==> config.mk <==
export PLATFORM = sky130hd
export DESIGN_NAME = power_xo_exec_unit
export DESIGN_NICKNAME = d
export VERILOG_FILES = /design/src/rtl/power_xo_exec_unit.sv
export SDC_FILE = /design/constraint.sdc
export NUM_CORES = 2
export LEC_CHECK = 0
export CAP_MARGIN = 20
export CORE_MARGIN = 5
export CORE_UTILIZATION = 45
export DETAILED_ROUTE_END_ITERATION = 8
export SLEW_MARGIN = 20
export SYNTH_ARGS = -nofsm -noshare
export SYNTH_HDL_FRONTEND = slang
export SYNTH_SLANG_ARGS = --single-unit
==> constraint.sdc <==
create_clock -name clk -period 10.1 [get_ports clk]
set_input_delay 2.02 -clock clk [delete_from_list [all_inputs] [get_ports clk]]
set_output_delay 2.02 -clock clk [all_outputs]
set_load 0.01 [all_outputs]
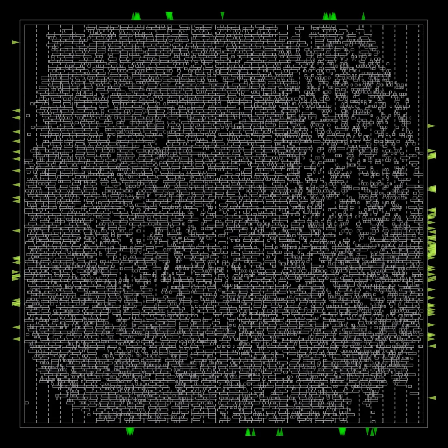
(images/placement.png)
fin util: 50.44%
Seq area share: 28.21%
Core Region: 0.2117 mm²
Seq cells: 1202
Tap Count: 2821

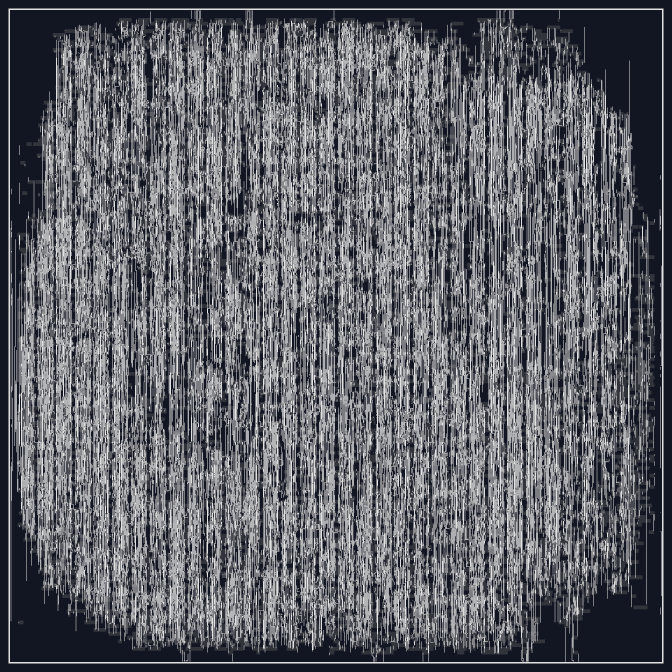
(images/layer_met2.png)
Cells faint in the background.
The longest straight run is 213 µm. The layer carries 212 mm of wire. 7338 nets have wire on it. The wires run mostly vertical. The layer holds 40% of the routed length.
met2 usage: 63.02%
Routed Wire Length: 528100 µm
vias: 93240

==> impl_metrics.yaml <==
# flow metrics
drt:
  wl_met3_um: 86410
  firstDrtPassIters: 8
layout:
  largest_class: "combinational gates"
  logic_area_mm2: 0.06241
  fin_nets: 8922
  clkCellAreaFrac_pct: 5.028
  comb_cells: 6640
  layout.cells.non_filler: 11640
  syn2layout_area_growth_pct: 11.69
  nNonClkInverters: 149
  design_area_mm2: 0.1068
  regArea_mm2: 0.03012
  n_clock_buffer: 224
  nFillCells: 18900
synth:
  yosysWarnings: 0
  synth_dominant_cell_count: "dfrtp_1"
  syn_inst: 8981
  async_flop_share_pct: 100.0
  synth_top_area_share_pct: 31.47
  top_area_cell: "dfrtp_1"
  synth_flop_count: 1202
  synth-xor-area-share_pct: 0.8980
  syn_area_mm2: 0.09558
  ys_top_logic_family: "multiplexers"
  synthAdderAreaFrac_pct: 2.650
  avgSynthCellArea_um2: 10.64
  edf_count: 0
setup_path:
  required_ps: 10780
  cp_common_cell: "buf_4"
  crit_cells: 21
  worstSetupStartpointType: "flip-flop"
  timing_worst_setup_path_type: "flip-flop to flip-flop"
  slowest_stage: "dfrtp_4"
  reg2reg_depth: 21
  path_cells: "buf_4 > buf_4 > mux4_2 > mux2_2 > a221o_1 > o31ai_1 > buf_4 > ha_1 > or3_1 > or3_1 > nor4_1 > a21oi_1 > a31o_2 > a221o_1 > a21oi_1 > a221o_1 > buf_4 > o211ai_1 > or4b_1 > o311ai_1 > o211ai_1"
  cp_top_family: "AND-OR/OR-AND gates"
  worst-r2r-setup-slack_ps: 1590
sta:
  fin_crit_sh_pct: 84.29
  rsz0062_at_grt: "false"
  final_max_slew_viol_count: 0
  finalHoldViolCount: 0
  max-slew-margin-rel_pct: 12.18
  layout_setup_ws_ps: 1586
  finClkSkew_ps: 61.14
  fin_setup_tns_ps: 0
clock_network:
  postCtsSetupRepairBufs: 0
  cts_buffers: 154
  clockBufferDepth: 3
  postCtsResizedCells: 0
  clk_pin_slew_ps: 70
  postCtsHoldBufs: 0
  cts.sinks: 1202
  cts_tree: "yes"
  cts_htree_levels: 4
run:
  drv_cap: 0
  warnings: 118
placement:
  dp_hpwl_um: 364100
  dp_slack_ps: 1858
  gp_congestion: 1.035
  port_buffers: 116
  place_inst: 11340
global_routing:
  grt.total_usage_pct: 46.25
  gr-usage-met1_pct: 57.33
  grt_pass1_wl_um: 725100
  grt_pass1_vias: 88020
  grt_busiest_layer: "met2"
status:
  status: "finished, final reports clean"
die:
  fp_util_pct: 45.16
